**src/rtl/spi_bridge.sv**
```systemverilog
// spi_bridge: SPI mode-0 slave front end for instr_dcd; define SPI_MISO_HIZ_EN to tristate miso while deselected
module spi_bridge #(
    parameter int SYNC_STAGES = 2
) (
    input  logic       clk,
    input  logic       rst,
    input  logic       sclk,
    input  logic       cs_n,
    input  logic       mosi,
    output logic       miso,
    output logic       byte_sync,
    output logic [7:0] data_in,
    input  logic [7:0] data_out
);
    logic [SYNC_STAGES-1:0] sclk_q, cs_q, mosi_q;
    logic       sclk_d, cs_d;
    logic       sclk_s, cs_s, mosi_s;
    logic       sclk_rise, sclk_fall, cs_fall, cs_active;
    logic [7:0] rx_sr, tx_sr, rx_base, tx_base, rx_nx, tx_nx;
    logic [2:0] bit_cnt, cnt_base, cnt_nx;
    logic       first_done, fd_base, done;

    assign sclk_s    = sclk_q[SYNC_STAGES-1];
    assign cs_s      = cs_q[SYNC_STAGES-1];
    assign mosi_s    = mosi_q[SYNC_STAGES-1];
    assign sclk_rise = sclk_s & ~sclk_d;
    assign sclk_fall = ~sclk_s & sclk_d;
    assign cs_fall   = ~cs_s & cs_d;
    assign cs_active = ~cs_s;

    // a new chip-select window clears the frame state before any coincident shift applies
    assign rx_base  = cs_fall ? 8'h00 : rx_sr;
    assign tx_base  = cs_fall ? 8'h00 : tx_sr;
    assign cnt_base = cs_fall ? 3'd0 : bit_cnt;
    assign fd_base  = cs_fall ? 1'b0 : first_done;

    // shift engine: sample on sclk rise, advance or reload the response on sclk fall
    always_comb begin
        rx_nx  = (cs_active && sclk_rise) ? {rx_base[6:0], mosi_s} : rx_base;
        cnt_nx = (cs_active && sclk_rise) ? cnt_base + 3'd1 : cnt_base;
        tx_nx  = !(cs_active && sclk_fall) ? tx_base :
                 (cnt_base == 3'd0 && fd_base) ? data_out : {tx_base[6:0], 1'b0};
        done   = cs_active && sclk_rise && cnt_base == 3'd7;
    end

    // pin synchronizers plus one delayed copy for edge detection
    always_ff @(posedge clk or posedge rst) begin
        if (rst) begin
            sclk_q <= '0;
            cs_q   <= '1;
            mosi_q <= '0;
            sclk_d <= 1'b0;
            cs_d   <= 1'b1;
        end else begin
            sclk_q <= {sclk_q[SYNC_STAGES-2:0], sclk};
            cs_q   <= {cs_q[SYNC_STAGES-2:0], cs_n};
            mosi_q <= {mosi_q[SYNC_STAGES-2:0], mosi};
            sclk_d <= sclk_s;
            cs_d   <= cs_s;
        end
    end

    // frame state and the byte hand-off to instr_dcd
    always_ff @(posedge clk or posedge rst) begin
        if (rst) begin
            rx_sr      <= 8'h00;
            tx_sr      <= 8'h00;
            bit_cnt    <= 3'd0;
            first_done <= 1'b0;
            byte_sync  <= 1'b0;
            data_in    <= 8'h00;
        end else begin
            rx_sr      <= rx_nx;
            tx_sr      <= tx_nx;
            bit_cnt    <= cnt_nx;
            first_done <= fd_base | done;
            byte_sync  <= done;
            if (done) data_in <= rx_nx;
        end
    end

`ifdef SPI_MISO_HIZ_EN
    assign miso = cs_active ? tx_sr[7] : 1'bz;
`else
    assign miso = cs_active & tx_sr[7];
`endif
endmodule
```
**config.mk**
```make
export PLATFORM = sky130hd
export DESIGN_NAME = spi_bridge
export DESIGN_NICKNAME = d
export VERILOG_FILES = /design/src/rtl/spi_bridge.sv
export SDC_FILE = /design/constraint.sdc
export NUM_CORES = 1
export LEC_CHECK = 0
export ABC_AREA = 1
export CORE_UTILIZATION = 30
export DETAILED_ROUTE_END_ITERATION = 8
export PLACE_DENSITY_LB_ADDON = 0.2
export SLEW_MARGIN = 15
export SYNTH_ARGS = -nofsm -noshare
export SYNTH_HDL_FRONTEND = slang
export SYNTH_SLANG_ARGS = --single-unit
```
**constraint.sdc**
```tcl
create_clock -name clk -period 2.29 [get_ports clk]
set_input_delay 0.458 -clock clk [delete_from_list [all_inputs] [get_ports clk]]
set_output_delay 0.458 -clock clk [all_outputs]
set_load 0.01 [all_outputs]
```
Run 1, clock distribution:
(8 px per um)
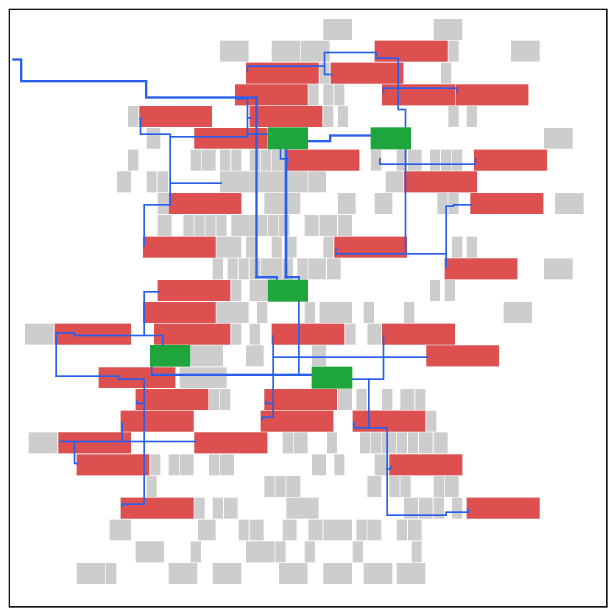
[red] flip-flops | count: 36
[green] clock drivers | count: 5
[blue] clock wires | length: 447 um
routed clock nets: 6

Run 1, congestion heat map:
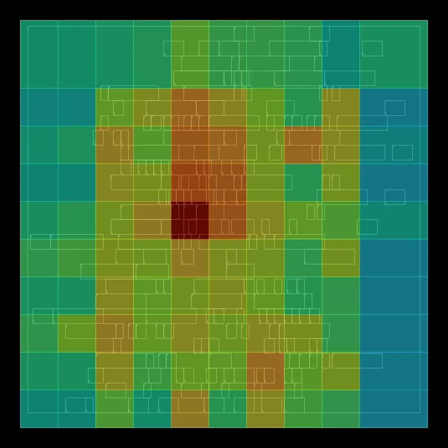
core utilization of the finished layout: 0.389
routing layer with the top usage in global route: met2

==> notes.md, run 1 <==
Observations from the implementation run.

Timing:
- The run puts the highest attainable clock frequency at 0.521 GHz.
- The run puts the post-layout minimum cycle time at 1.92 ns.
- The run puts the worst-case headroom to the max-slew limit at 0.700.

Global route:
- The run gives the initial antenna violation count as 0.
- The run puts the total global-route track usage at 0.125.
- In the global route stage, met2 resource usage came out at 0.180.
- The run puts the aggregate global routing overflow at 0.
- The via count of the first global-routing pass was 1136.

Synthesis:
- The run gives the main logic family after synthesis as simple AND/OR/NAND/NOR gates.
- The run gives the fraction of the yosys area taken by sequential cells as 0.573.
- The cell-mix breakdown from Yosys lists the adder-cell area share as 0.0159.
- The run puts the number of cells in the yosys synthesis report at 178.
- In the synthesized netlist the dominant register cell turns out to be sky130_fd_sc_hd__dfrtp_1.
- Synthesis produced 178 cells.
- The run gives the number of warnings reported in the yosys synthesis log as 0.

Final layout:
- Ranking logic cells in the layout by count gives the top entries 60 x sky130_fd_sc_hd__nand2_1, 33 x sky130_fd_sc_hd__dfrtp_1, 23 x sky130_fd_sc_hd__inv_1, 23 x sky130_fd_sc_hd__nand3_1, 22 x sky130_fd_sc_hd__clkdlybuf4s50_1.
- Per the final layout report, the fraction of cells sized above drive strength 1 comes to 0.102.
- The run puts the number of diodes added for antenna fixing at 0.
- The run gives the summed area of non-filler cells in the final layout as 1980 um2.
- The run gives the count of nets after finishing as 219.

Outcome:
- The run finished with clean final reports.

Route:
- Per the detail_route log, met2 wirelength is 1240 um.
- The run puts the number of iterations in the first detailed-routing pass at 4.
- The run puts the final routed wire length divided by cell count at 10.4 um.
- The first routing iteration left 78 violations.
- The run puts the routed metal-1 wire length at 1490 um.

Place:
- As logged by OpenROAD, the buffers inserted on ports number 22.
- The run gives the last weighted congestion value of the routability-driven placer as 0.783.
- Note, the detailed placer reported a final HPWL of 2020 um.

Floorplanning:
- The run puts the boundary pin count at 23.
- The run puts the overall chip area at 5550 um2.
- The run gives the overall die width as 74.5 um.
- The run gives the total core area as 5070 um2.

Setup path:
- The run gives the data arrival at the endpoint of the critical path as 1.46 ns.
- The worst setup path is of the reg2out kind.
- In this run the worst path has a maximum fanout of 5.

Job:
- The number of warnings reported in the stage logs is 26.

Clocking:
- The run puts the deepest clock path buffer count at 2.
- The run puts the number of buffers created by CTS at 5.
- The tree is rooted in a sky130_fd_sc_hd__clkbuf_8.
- The run gives the clock-pin slew on the worst setup and hold paths as 0.07 ns.

Pwr:
- The run gives the ratio of total power to cell area as 659 nW/um2.
- The analysis reports a worst IR drop on VDD of 0.321 mV.
Run 1, routed metal, one color a layer:
(8 px per um) Only two layers are drawn.
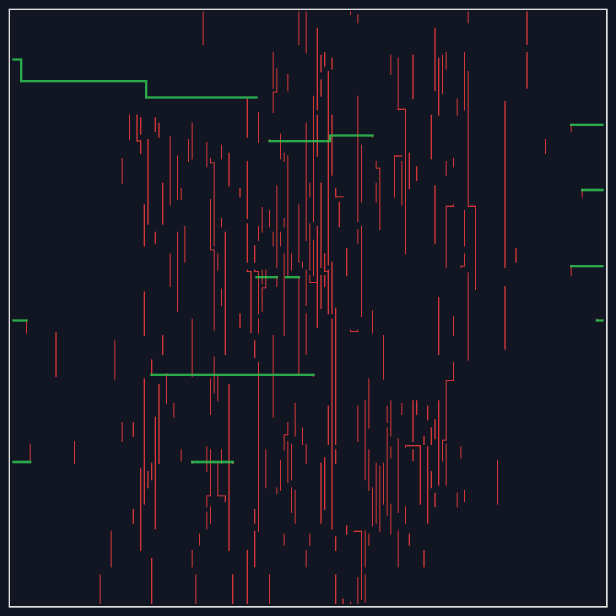
[red] metal 2 | wire length: 1240 um
[green] metal 3 | wire length: 92.8 um

==> run 1: cell usage after synthesis, types with 2 or more instances <==
| cell | n | area, um2 |
|---|---|---|
| sky130_fd_sc_hd__o21ai_1 | 4 | 20.0 |
| sky130_fd_sc_hd__nor2_4 | 3 | 33.8 |
| sky130_fd_sc_hd__nor2_1 | 5 | 18.8 |
| sky130_fd_sc_hd__nand3_1 | 23 | 115 |
| sky130_fd_sc_hd__inv_1 | 23 | 86.3 |
| sky130_fd_sc_hd__ha_1 | 2 | 25.0 |
| sky130_fd_sc_hd__dfrtp_1 | 33 | 826 |
| sky130_fd_sc_hd__buf_2 | 2 | 10.0 |
| sky130_fd_sc_hd__nand4_1 | 5 | 31.3 |
| sky130_fd_sc_hd__o21ai_0 | 4 | 20.0 |
| sky130_fd_sc_hd__nand2_1 | 60 | 225 |
| sky130_fd_sc_hd__dfstp_2 | 3 | 78.8 |
==> run 1: registers in the layout (all words and copies together) (netlist names) <==
name and flops:
data_in 8, tx_sr 8, rx_sr 7, bit_cnt 3
cs_q 2, mosi_q 2, sclk_q 2, byte_sync 1
cs_d 1, first_done 1, sclk_d 1
==> run 1: worst reg2reg max path, cell delays in order, from the launching register on <==
cell	delay, ns
sky130_fd_sc_hd__dfstp_2	0.51
sky130_fd_sc_hd__inv_1	0.05
sky130_fd_sc_hd__nor2_4	0.20
sky130_fd_sc_hd__inv_4	0.04
sky130_fd_sc_hd__nand2_1	0.08
sky130_fd_sc_hd__inv_1	0.05
sky130_fd_sc_hd__ha_1	0.19
sky130_fd_sc_hd__ha_1	0.27
sky130_fd_sc_hd__nand2_2	0.21
sky130_fd_sc_hd__inv_1	0.08
sky130_fd_sc_hd__nand2_1	0.06
sky130_fd_sc_hd__nand2_1	0.05
==> run 1: final timing paths <==
path	end	slack (ns)	depth (start not counted)
setup / recovery	miso	0.37	2
hold / removal	sclk_q[1]	0.35	0
setup reg to reg	data_in[0]	0.39	11
hold reg to reg	sclk_q[1]	0.35	0
max in group asynchronous	cs_d	1.37	3
min in group asynchronous	tx_sr[0]	0.57	3
==> run 1: report_power, final <==
group	internal, mW	leakage (nW)	switching [mW]
combinational	0.0367	0.489	0.0631
clock	0.323	0.0552	0.215
sequential	0.654	0.479	0.0103
total	1.01	1.02	0.289
==> run 1: area by class of cell <==
class,instances,area (um2)
timing repair buffer,24,235
sequential,36,905
multi-input combinational,112,544
tap,70,87.6
clock inverter,2,35.0
inverter,25,96.3
clock buffer,6,72.6
fill,524,3100
==> run 1: kinds of logic (layout without fill, tap and decap cells) <==
kind of cell	after synthesis	after routing
and+or+nand+nor	100	100
DFF	36	36
buffers and inverters	30	57
AOI/OAI and AO/OA	9	9
adders and majority gates	2	2
xor gates and xnor gates	1	1
==> run 1: metrics by stage <==
stage / std cells / utilization / setup slack (ns) / hold WS (ns)
after floorplan: 178 / - / 0.308 / 0.331
after global placement: 267 / 0.368 / 0.438 / 0.333
after detailed placement: 267 / 0.368 / 0.391 / 0.336
after CTS: 275 / 0.389 / 0.343 / 0.353
after global routing: 275 / 0.389 / 0.168 / 0.368
final: 275 / 0.389 / 0.371 / 0.349
==> run 2, diff against run 1 <==
==> constraint.sdc (replaced) <==
create_clock -name clk -period 1.9 [get_ports clk]
set_input_delay 0.38 -clock clk [delete_from_list [all_inputs] [get_ports clk]]
set_output_delay 0.38 -clock clk [all_outputs]
set_load 0.01 [all_outputs]
==> run 2 against run 1 <==
  * Cell count grew 1.1%
  * First-iteration DRC count shrank 13%
  * Clock skew down 0.0012 ns
  * Critical path type is now reg2reg
  * Largest power group unchanged
==> notes.md, run 2 <==
Observations from the implementation run.

Setup path:
- The largest fanout on the critical path was 10 (+5).
- The run gives the reg-to-reg critical path endpoint as data_in[0].
- Following the worst setup path forward leads to its endpoint at data_in[0].
- The run puts the worst-case reg-to-reg path depth at 11 (unchanged).
- The run gives the data arrival at the endpoint of the critical path as 1.93 ns (+0.47 ns).

Clocking:
- The run gives the master cell of the clock root buffer as sky130_fd_sc_hd__clkbuf_8.
- The run gives the deepest clock path buffer count as 2 (unchanged).
- The run puts the clock-pin slew on the worst setup and hold paths at 0.07 ns (about the same).
- The run puts the number of buffers created by CTS at 5 (unchanged).

Synthesis:
- The number of warnings reported in the yosys synthesis log was 0 (unchanged).
- The run gives the dominant synthesized flop cell as sky130_fd_sc_hd__dfrtp_1.
- The run gives the leading cell type by number of instances after synthesis as sky130_fd_sc_hd__nand2_1.
- The area fraction in full adders, half adders and majority gates is 0.0159 (unchanged).
- By area the synthesized netlist is led by sky130_fd_sc_hd__dfrtp_1 52%, sky130_fd_sc_hd__nand2_1 14%, sky130_fd_sc_hd__nand3_1 7.3%.
- The commonest cells after synthesis are 60 x sky130_fd_sc_hd__nand2_1, 33 x sky130_fd_sc_hd__dfrtp_1, 23 x sky130_fd_sc_hd__inv_1, 23 x sky130_fd_sc_hd__nand3_1.

Final layout:
- The run puts the number of diodes added for antenna fixing at 0 (unchanged).
- The library cells used most frequently in the layout, excluding fill and tap cells, are 59 x sky130_fd_sc_hd__nand2_1, 33 x sky130_fd_sc_hd__dfrtp_1, 23 x sky130_fd_sc_hd__inv_1, 23 x sky130_fd_sc_hd__nand3_1, 21 x sky130_fd_sc_hd__clkdlybuf4s50_1.
- The count of nets after finishing is 222 (+1.4%).

Pwr:
- The run puts the fraction of power spent switching nets at 0.232 (+0.0104).
- The run puts the ratio of total power to cell area at 757 nW/um2 (+15%).
- The internal power summed over all cells is 1.17 mW (+15%).
- The switching component of the power was 0.353 mW (+22%).
- The run puts the share of total power in combinational logic at 0.086 (+0.009).
- The run gives the clock network fraction of design power as 0.388 (-0.025).

Outcome:
- The run finished with clean final reports.

Floorplanning:
- The run puts the total core area at 5070 um2 (unchanged).
- The boundary pin count came to 23 (unchanged).
- The overall chip area was 5550 um2 (unchanged).
- The run gives the overall die width as 74.5 um (unchanged).

Route:
- The run puts the final routed wire length divided by cell count at 10.5 um (+0.65%).
- The run puts the number of iterations in the first detailed-routing pass at 4 (unchanged).

Place:
- The run gives the number of buffers inserted by port buffering as 22 (unchanged).
- The run gives the placed wire-length estimate as 2040 um (+1.1%).

Timing:
- The run gives the worst-case headroom to the max-slew limit as 0.700 (about the same).
- The post-route worst hold slack came to 0.352 ns (+0.00234 ns).
- The run gives the post-layout minimum cycle time as 1.75 ns.

Global route:
- The total global-route track usage was 0.130 (+0.00480).
[run 2: worst min-delay path by stage]
stage               from  depth (start not counted)        end  slack (ns)
2_1_floorplan  mosi_q[0]                          0  mosi_q[1]        0.33
3_3_place_gp   mosi_q[0]                          0  mosi_q[1]        0.33
3_5_place_dp   sclk_q[0]                          0  sclk_q[1]        0.34
4_1_cts        sclk_q[0]                          0  sclk_q[1]        0.36
5_1_grt          cs_q[0]                          0    cs_q[1]        0.36
6_report       sclk_q[0]                          0  sclk_q[1]        0.35
[run 2: final cells by class]
type                       count  area (um2)
fill                         545        3070
multi-input combinational    112         563
inverter                      25        96.3
clock buffer                   8         100
sequential                    36         905
timing repair buffer          27         256
tap                           70        87.6
[run 2: repair_timing]
item                       CTS  global route
hold buffers                 0             0
setup endpoints to repair    1            10
resized                      1             1
[run 2: power groups by stage]
stage,clock network [mW],registers [mW],logic (mW)
finish,0.590,0.800,0.130
CTS,0.617,0.801,0.134
global route,0.644,0.802,0.150
detailed placement,0,0.815,0.134
floorplan,0,0.813,0.0830
global placement,0,0.814,0.132
[run 2: routing by layer]
layer | share of wire | GRT usage | routed length [um]
met1 | 0.49 | 0.178 | 1440
met2 | 0.46 | 0.197 | 1350
met3 | 0.034 | 0.0366 | 99
met4 | 0.0093 | 0.0440 | 27
met5 | 0 | 0 | 0
[run 2: worst max-delay path, delay by kind of cell, from the launching register on]
family	cells	cell delay [ns]
adders and majority gates	2	0.44
buffers and inverters	4	0.19
DFF	1	0.51
and+or+nand+nor	5	0.50
[run 2: logic make-up after synthesis]
logic type	Yosys count
flip-flops	36
AND-OR/OR-AND	9
buffers and inverters	30
AND/OR/NAND/NOR	100
adder cells (fa/ha/maj)	2
XOR/XNOR	1
[run 2: through the flow]
step                total power [mW]  area (um2)   util  setup WS, ns  std cells
floorplan                      0.896        1600      -        0.0195        178
global placement               0.946        1910  0.376        0.0817        270
detailed placement             0.949        1910  0.376        0.0171        270
CTS                             1.55        2010  0.395        0.0128        278
global route                    1.60        2010  0.396        0.0104        278
finish                          1.52        2010  0.396         0.152        278
Run 2, placement density heat map:
(4 px per um) 7 x 7 tiles, from white (low) to dark blue (high), 0 to 100% covered.
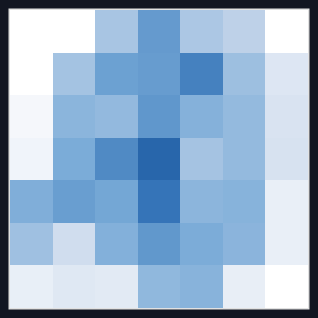
nearly empty tiles: 10%
emptiest ninth of the die: upper left
fullest tile: 78%
densest ninth of the die: center
tiles over 75% full: 2.0%

==> run 3, diff against run 2 <==
--- a/config.mk
+++ b/config.mk
@@ -6,6 +6,8 @@
 export NUM_CORES = 1
 export LEC_CHECK = 0
 export ABC_AREA = 1
+export ABC_CLOCK_PERIOD_IN_PS = 1900
+export CAP_MARGIN = 30
 export CORE_UTILIZATION = 30
 export DETAILED_ROUTE_END_ITERATION = 8
 export PLACE_DENSITY_LB_ADDON = 0.2
==> run 3 against run 2 <==
  * Register-to-register slack is essentially flat
  * Combinational power is essentially flat
  * Synthesized area is the same
==> notes.md, run 3 <==
Observations from the implementation run.

Place:
- The number of buffers inserted by port buffering is 22 (unchanged).
- The run puts the placed wire-length estimate at 2040 um (unchanged).
- The run puts the worst slack at placement at 0.0171 ns (unchanged).

Timing:
- Setup repair after global routing left no endpoint under its margin.
- The run gives the post-layout minimum cycle time as 1.75 ns (unchanged).
- The worst-case headroom to the max-slew limit was 0.700 (unchanged).

Setup path:
- The run gives the data arrival at the endpoint of the critical path as 1.93 ns (about the same).
- The run puts the largest fanout on the critical path at 10 (unchanged).

Route:
- The run gives the number of iterations in the first detailed-routing pass as 4 (unchanged).
- The run gives the final routed wire length divided by cell count as 10.5 um (unchanged).
- Summing over every cut layer, the via total after detailed routing is 1157.

Clocking:
- The clock-pin slew on the worst setup and hold paths was 0.07 ns (about the same).
- The run gives the deepest clock path buffer count as 2 (unchanged).
- The run gives the master cell of the clock root buffer as sky130_fd_sc_hd__clkbuf_8.
- The run puts the quantity of hold-fixing buffers added after cts at 0 (unchanged).
- The run puts the number of buffers created by CTS at 5 (unchanged).

Global route:
- The run puts the total global-route track usage at 0.130 (unchanged).

Pwr:
- The run gives the ratio of total power to cell area as 757 nW/um2 (unchanged).
- The analysis reports a worst IR drop on VDD of 0.382 mV.

Synthesis:
- The run gives the dominant synthesized flop cell as sky130_fd_sc_hd__dfrtp_1.
- The run gives the leading cell type by number of instances after synthesis as sky130_fd_sc_hd__nand2_1.
- For reference, the top cells by area after synthesis are sky130_fd_sc_hd__dfrtp_1 52%, sky130_fd_sc_hd__nand2_1 14%, sky130_fd_sc_hd__nand3_1 7.3%.
- The run gives the number of warnings reported in the yosys synthesis log as 0 (unchanged).
- The commonest cells after synthesis are 60 x sky130_fd_sc_hd__nand2_1, 33 x sky130_fd_sc_hd__dfrtp_1, 23 x sky130_fd_sc_hd__inv_1, 23 x sky130_fd_sc_hd__nand3_1.

Final layout:
- The run puts the number of diodes added for antenna fixing at 0 (unchanged).
- By instance count after routing, the leading logic cell types are 59 x sky130_fd_sc_hd__nand2_1, 33 x sky130_fd_sc_hd__dfrtp_1, 23 x sky130_fd_sc_hd__inv_1, 23 x sky130_fd_sc_hd__nand3_1, 21 x sky130_fd_sc_hd__clkdlybuf4s50_1.
- The run puts the footprint of the multi-input gates at 563 um2 (unchanged).
- The run puts the fill cell total of the finished layout at 545 (unchanged).

Floorplanning:
- The total core area was 5070 um2 (unchanged).
- The run gives the overall die width as 74.5 um (unchanged).
- The run gives the boundary pin count as 23 (unchanged).

Outcome:
- The flow ran to the end, and the final reports show no timing, DRC or antenna violations.
run 3: cell counts in the layout (fill, tap and decap cells not counted):
No cell type changed its count.
run 3: path summary, 6_finish.rpt:
path | from | cells past startpoint | slack [ns] | endpoint
max in group asynchronous | rst | 3 | 1.06 | cs_d
worst min-delay path | sclk_q[0] | 0 | 0.35 | sclk_q[1]
worst max-delay path | cs_d | 11 | 0.15 | data_in[0]
worst max register to register | cs_d | 11 | 0.15 | data_in[0]
min in group asynchronous | rst | 3 | 0.50 | rx_sr[3]
worst min register to register | sclk_q[0] | 0 | 0.35 | sclk_q[1]
run 3: area by class of cell:
type                    count  share of cell area
multi-input cells         112               0.280
flip-flops and latches     36               0.450
well taps                  70              0.0436
clock buffers               8              0.0498
repair buffers             27               0.128
inverters                  25              0.0480
run 3: per-stage QoR:
| step | instance area, um2 | utilization | power (mW) | hold slack, ns | cells |
|---|---|---|---|---|---|
| 5_1_grt | 2010 | 0.396 | 1.60 | 0.362 | 278 |
| 4_1_cts | 2010 | 0.395 | 1.55 | 0.358 | 278 |
| 3_5_place_dp | 1910 | 0.376 | 0.949 | 0.342 | 270 |
| 6_report | 2010 | 0.396 | 1.52 | 0.352 | 278 |
| 2_1_floorplan | 1600 | - | 0.896 | 0.331 | 178 |
| 3_3_place_gp | 1910 | 0.376 | 0.946 | 0.333 | 270 |
run 3: metal layers:
metal,part of all wire,vias up,global-route usage
met2,0.46,18,0.197
li1,-,612,-
met3,0.034,2,0.0366
met1,0.49,525,0.178
met5,0,-,0
met4,0.0093,0,0.0440
run 3: cells by family after synthesis:
kind of cell    Yosys count  share of synthesized area
simple gates            100                      0.294
flops                    36                      0.573
buf+inv                  30                     0.0817
compound gates            9                     0.0293
fa+ha+maj                 2                     0.0159
xor+xnor                  1                    0.00555
run 3: timing repair:
item                       in CTS  in global routing
pin swaps                       0                  0
gates resized                   1                  1
setup endpoints to repair       1                 10
run 3: critical path, cell delays in order (launching register included):
cell and delay (ns):
sky130_fd_sc_hd__dfstp_2 0.51, sky130_fd_sc_hd__inv_1 0.05, sky130_fd_sc_hd__nor2_4 0.23, sky130_fd_sc_hd__inv_4 0.05, sky130_fd_sc_hd__nand2_2 0.07, sky130_fd_sc_hd__inv_1 0.04
sky130_fd_sc_hd__ha_1 0.19, sky130_fd_sc_hd__ha_2 0.25, sky130_fd_sc_hd__nand2_8 0.11, sky130_fd_sc_hd__inv_1 0.05, sky130_fd_sc_hd__nand2_1 0.05, sky130_fd_sc_hd__nand2_1 0.04
run 3: report_power, final:
group / switching, mW / internal [mW] / total, mW / leakage, nW
sequential: 0.0121 / 0.788 / 0.800 / 0.479
combinational: 0.0818 / 0.0483 / 0.130 / 0.506
clock: 0.259 / 0.331 / 0.590 / 0.0515
Run 3, placement density heat map:
(4 px per um) 7 x 7 tiles, from white (low) to dark blue (high), 0 to 100% covered.
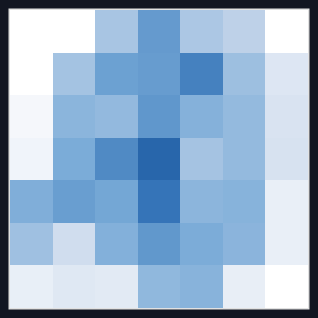
tiles over 75% full: 2.0%
mean over tiles: 35%
densest ninth of the die: center
nearly empty tiles: 10%
emptiest ninth of the die: upper left

Power is estimated from default activity; no workload was simulated.
